==> images/class_map.png <==
(4 px per um)
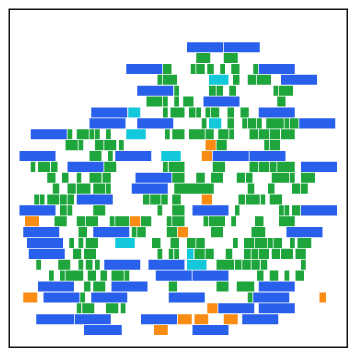
==> images/congestion_map.png <==
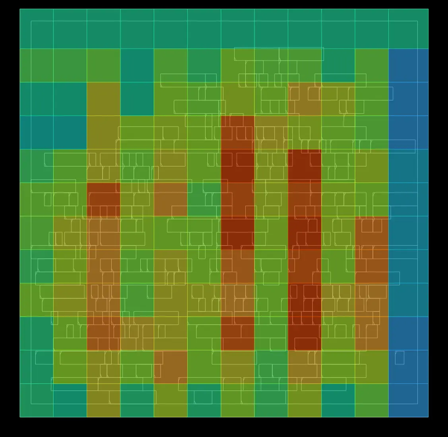
==> images/ff_map.png <==
(3 px per um) Other sequential cells in the stronger gray, the rest of the logic in the fainter gray.
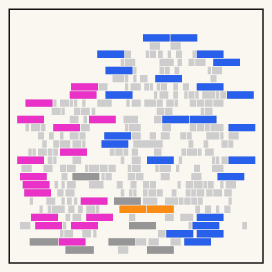
==> images/closeup.png <==
Region (30, 13) to (55, 38) um. Cells in gray, sequential cells in the stronger gray; small squares are vias.
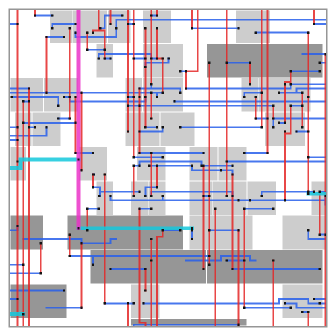
===== src/rtl/button_reader.sv =====
// Push-button front end: two-flop synchronizer, debounce filter and
// short/long press classifier with one-cycle event pulses.
module button_reader #(
    parameter int CLOCK_SPEED       = 12000000,
    parameter int DEBOUNCE_CYCLES   = CLOCK_SPEED / 100,
    parameter int LONG_PRESS_CYCLES = CLOCK_SPEED / 2,
    parameter bit ACTIVE_LOW        = 1'b1
) (
    input  logic clk,
    input  logic reset_n,
    input  logic btn_i,
    output logic pressed_o,
    output logic press_o,
    output logic release_o,
    output logic short_o,
    output logic long_o
);

    localparam int DW = $clog2(DEBOUNCE_CYCLES + 1);
    localparam int HW = $clog2(LONG_PRESS_CYCLES);

    localparam logic [DW-1:0] DB_LAST   = DW'(DEBOUNCE_CYCLES - 1);
    localparam logic [HW-1:0] HOLD_LAST = HW'(LONG_PRESS_CYCLES - 2);
    localparam logic          PIN_IDLE  = ACTIVE_LOW;

    typedef enum logic [1:0] {
        IDLE = 2'd0,
        DOWN = 2'd1,
        LONG = 2'd2
    } state_e;

    logic          sync1_q, sync1_d;
    logic          sync2_q, sync2_d;
    logic          sync_pressed;
    logic [DW-1:0] db_cnt_q, db_cnt_d;
    logic          db_level_q, db_level_d;
    logic          rise, fall;

    state_e        state_q, state_d;
    logic [HW-1:0] hold_q, hold_d;

    logic          pressed_q, pressed_d;
    logic          press_q, press_d;
    logic          release_q, release_d;
    logic          short_q, short_d;
    logic          long_q, long_d;

    // Synchronizer, debounce counter and debounced level registers
    always_ff @(posedge clk or negedge reset_n) begin
        if (!reset_n) begin
            sync1_q    <= PIN_IDLE;
            sync2_q    <= PIN_IDLE;
            db_cnt_q   <= '0;
            db_level_q <= 1'b0;
        end else begin
            sync1_q    <= sync1_d;
            sync2_q    <= sync2_d;
            db_cnt_q   <= db_cnt_d;
            db_level_q <= db_level_d;
        end
    end

    // Accept a level change only after DEBOUNCE_CYCLES differing samples
    always_comb begin
        sync1_d      = btn_i;
        sync2_d      = sync1_q;
        sync_pressed = sync2_q ^ ACTIVE_LOW;
        db_cnt_d     = '0;
        db_level_d   = db_level_q;
        if (sync_pressed != db_level_q) begin
            if (db_cnt_q == DB_LAST) begin
                db_level_d = sync_pressed;
            end else begin
                db_cnt_d = db_cnt_q + DW'(1);
            end
        end
        rise = db_level_d & ~db_level_q;
        fall = ~db_level_d & db_level_q;
    end

    // Press classifier state and hold counter
    always_ff @(posedge clk or negedge reset_n) begin
        if (!reset_n) begin
            state_q <= IDLE;
            hold_q  <= '0;
        end else begin
            state_q <= state_d;
            hold_q  <= hold_d;
        end
    end

    // Next state: release always beats the long-press threshold
    always_comb begin
        state_d = state_q;
        hold_d  = hold_q;
        unique case (state_q)
            IDLE: begin
                hold_d = '0;
                if (rise) begin
                    state_d = DOWN;
                end
            end
            DOWN: begin
                if (fall) begin
                    state_d = IDLE;
                    hold_d  = '0;
                end else if (hold_q == HOLD_LAST) begin
                    state_d = LONG;
                end else begin
                    hold_d = hold_q + HW'(1);
                end
            end
            LONG: begin
                if (fall) begin
                    state_d = IDLE;
                    hold_d  = '0;
                end
            end
            default: begin
                state_d = IDLE;
                hold_d  = '0;
            end
        endcase
    end

    // Event pulses decoded from the current state and debounce edges
    always_comb begin
        pressed_d = db_level_d;
        press_d   = (state_q == IDLE) & rise;
        release_d = (state_q != IDLE) & fall;
        short_d   = (state_q == DOWN) & fall;
        long_d    = (state_q == DOWN) & ~fall & (hold_q == HOLD_LAST);
    end

    // Registered outputs so every pulse lands on the debounce edge
    always_ff @(posedge clk or negedge reset_n) begin
        if (!reset_n) begin
            pressed_q <= 1'b0;
            press_q   <= 1'b0;
            release_q <= 1'b0;
            short_q   <= 1'b0;
            long_q    <= 1'b0;
        end else begin
            pressed_q <= pressed_d;
            press_q   <= press_d;
            release_q <= release_d;
            short_q   <= short_d;
            long_q    <= long_d;
        end
    end

    assign pressed_o = pressed_q;
    assign press_o   = press_q;
    assign release_o = release_q;
    assign short_o   = short_q;
    assign long_o    = long_q;

endmodule


===== config.mk =====
export PLATFORM = sky130hd
export DESIGN_NAME = button_reader
export DESIGN_NICKNAME = d
export VERILOG_FILES = /design/src/rtl/button_reader.sv
export SDC_FILE = /design/constraint.sdc
export NUM_CORES = 1
export LEC_CHECK = 0
export CAP_MARGIN = 10
export CORE_MARGIN = 2
export CORE_UTILIZATION = 40
export DETAILED_ROUTE_END_ITERATION = 6
export SETUP_SLACK_MARGIN = 0.1
export SLEW_MARGIN = 15
export SYNTH_ARGS = -nofsm -noshare
export SYNTH_HDL_FRONTEND = slang
export SYNTH_SLANG_ARGS = --single-unit

===== constraint.sdc =====
create_clock -name clk -period 2.7 [get_ports clk]
set_input_delay 0.405 -clock clk [delete_from_list [all_inputs] [get_ports clk]]
set_output_delay 0.405 -clock clk [all_outputs]
set_load 0.02 [all_outputs]

==> impl_metrics.env <==
# source this file to load flow results
export IMPL_run_status="completed"
export IMPL_slew_worst_pin_ns=0.5742
export IMPL_signed_area_change_from_the_synthesized_netlist_to_the_final_layout_pct=9.849
export IMPL_yosys_area_share_xor_xnor_pct=4.778
export IMPL_vdd_ir_drop_worst_v=0.0002223
export IMPL_path_cells="ha_1 > and4_1 > and4_1 > nand2_2 > buf_4 > a211oi_1 > mux2i_1"
export IMPL_cp_num_cells=7
export IMPL_critical_path_top_cell_by_count="and4_1"
export IMPL_fin_tns_setup_ns=0
export IMPL_ys_top_cells_by_area="dfrtp_1, nand2_1, nor2_1"
export IMPL_power_share_sequential_pct=61.2
export IMPL_startpoint="db_cnt_q[0]"
export IMPL_routed_wirelength_mm=5.129
export IMPL_timing_reg2reg_worst_path_depth=7
export IMPL_required_ns=2.93
export IMPL_post_route_drc_count=0
export IMPL_power_combinational_w=0.0000300
export IMPL_dr_max_layer_used="met4"
export IMPL_power_top_consumer="registers"
export IMPL_cts_repair_timing_setup_buffer_count=0
export IMPL_setup_viol_count_final=0
export IMPL_maxSlewHeadroom_pct=61.42
export IMPL_global_route_overflow_total=0
export IMPL_filler_cell_count=611
export IMPL_worst_path_max_fanout=16
export IMPL_detail_route_antenna_nets=0
export IMPL_maxCapViolCount=0
export IMPL_cp_arrival_ns=2.50
export IMPL_drive_gt1_share_pct=8.456
export IMPL_tritoncts="yes"
export IMPL_critical_path_max_stage_delay_ns=0.41
export IMPL_top_area_cell_class="multi-input combinational cells"
export IMPL_dp_worst_setup_slack_ns=0.4621
export IMPL_fp_utilization_pct=40.88
export IMPL_n_all_inverters=7
export IMPL_worstSkewPairLatency_ns=0.31
export IMPL_io_pin_count=8
export IMPL_most_common_cell="dfrtp_1"
export IMPL_critical_path_startpoint_type="flop"
export IMPL_worst_setup_path_endpoint="hold_q[15]"
export IMPL_syn_inst=260
export IMPL_wl_met3_um=136
export IMPL_ys_sh_mux_pct=3.949
export IMPL_timing_rr_end="hold_q[15]"
export IMPL_yosys_area_share_simple_pct=25.69
export IMPL_layout_clock_buffers=5
export IMPL_synth_sequential_area_ratio_pct=47.88
export IMPL_final_period_utilization_pct=84.20
-- class_map.png (at the start) --
legend:
  blue:
    class: registers
    cells: 49
    share_of_their_area: 45%
  cyan:
    class: clock drivers and dummy loads
    cells: 8
    share_of_their_area: 3.4%
  green:
    class: remaining logic cells
    cells: 202
    share_of_their_area: 47%
  orange:
    class: remaining buffers and delay cells
    cells: 13
    share_of_their_area: 4.0%
number of rows in the core area: 29
final core utilization: 44.91%
final standard cell area without fillers: 2819 um2
core area: 6277 um2

-- congestion_map.png (at the start) --
met1 Usage GRT: 21.31%
Global Route met2 Usage: 25.83%
global-route track usage on met3: 3.363%
routed wire length per instance: 14.70 um
GRT Total Usage: 15.99%

-- ff_map.png (at the start) --
legend:
  blue:
    netlist_name: hold_q
    sequential_cells: 23
  orange:
    netlist_name: state_q
    sequential_cells: 2
  magenta:
    netlist_name: db_cnt_q
    sequential_cells: 17
not colored: 7
fraction of area in registers: 43.59%
area used by sequential logic in the layout: 1229 um2
seq pwr: 0.000745 W

-- closeup.png (at the start) --
legend:
  red:
    layer: M2
  cyan:
    layer: M3
  blue:
    layer: M1
  magenta:
    layer: M4
cells with their middle in the window: 37
netlist names of flops here include: state_q (2)
sequential cells in the window: 4
most frequent: nor2_1 (5), dfrtp_1 (4)

Power is estimated from default activity; no workload was simulated.
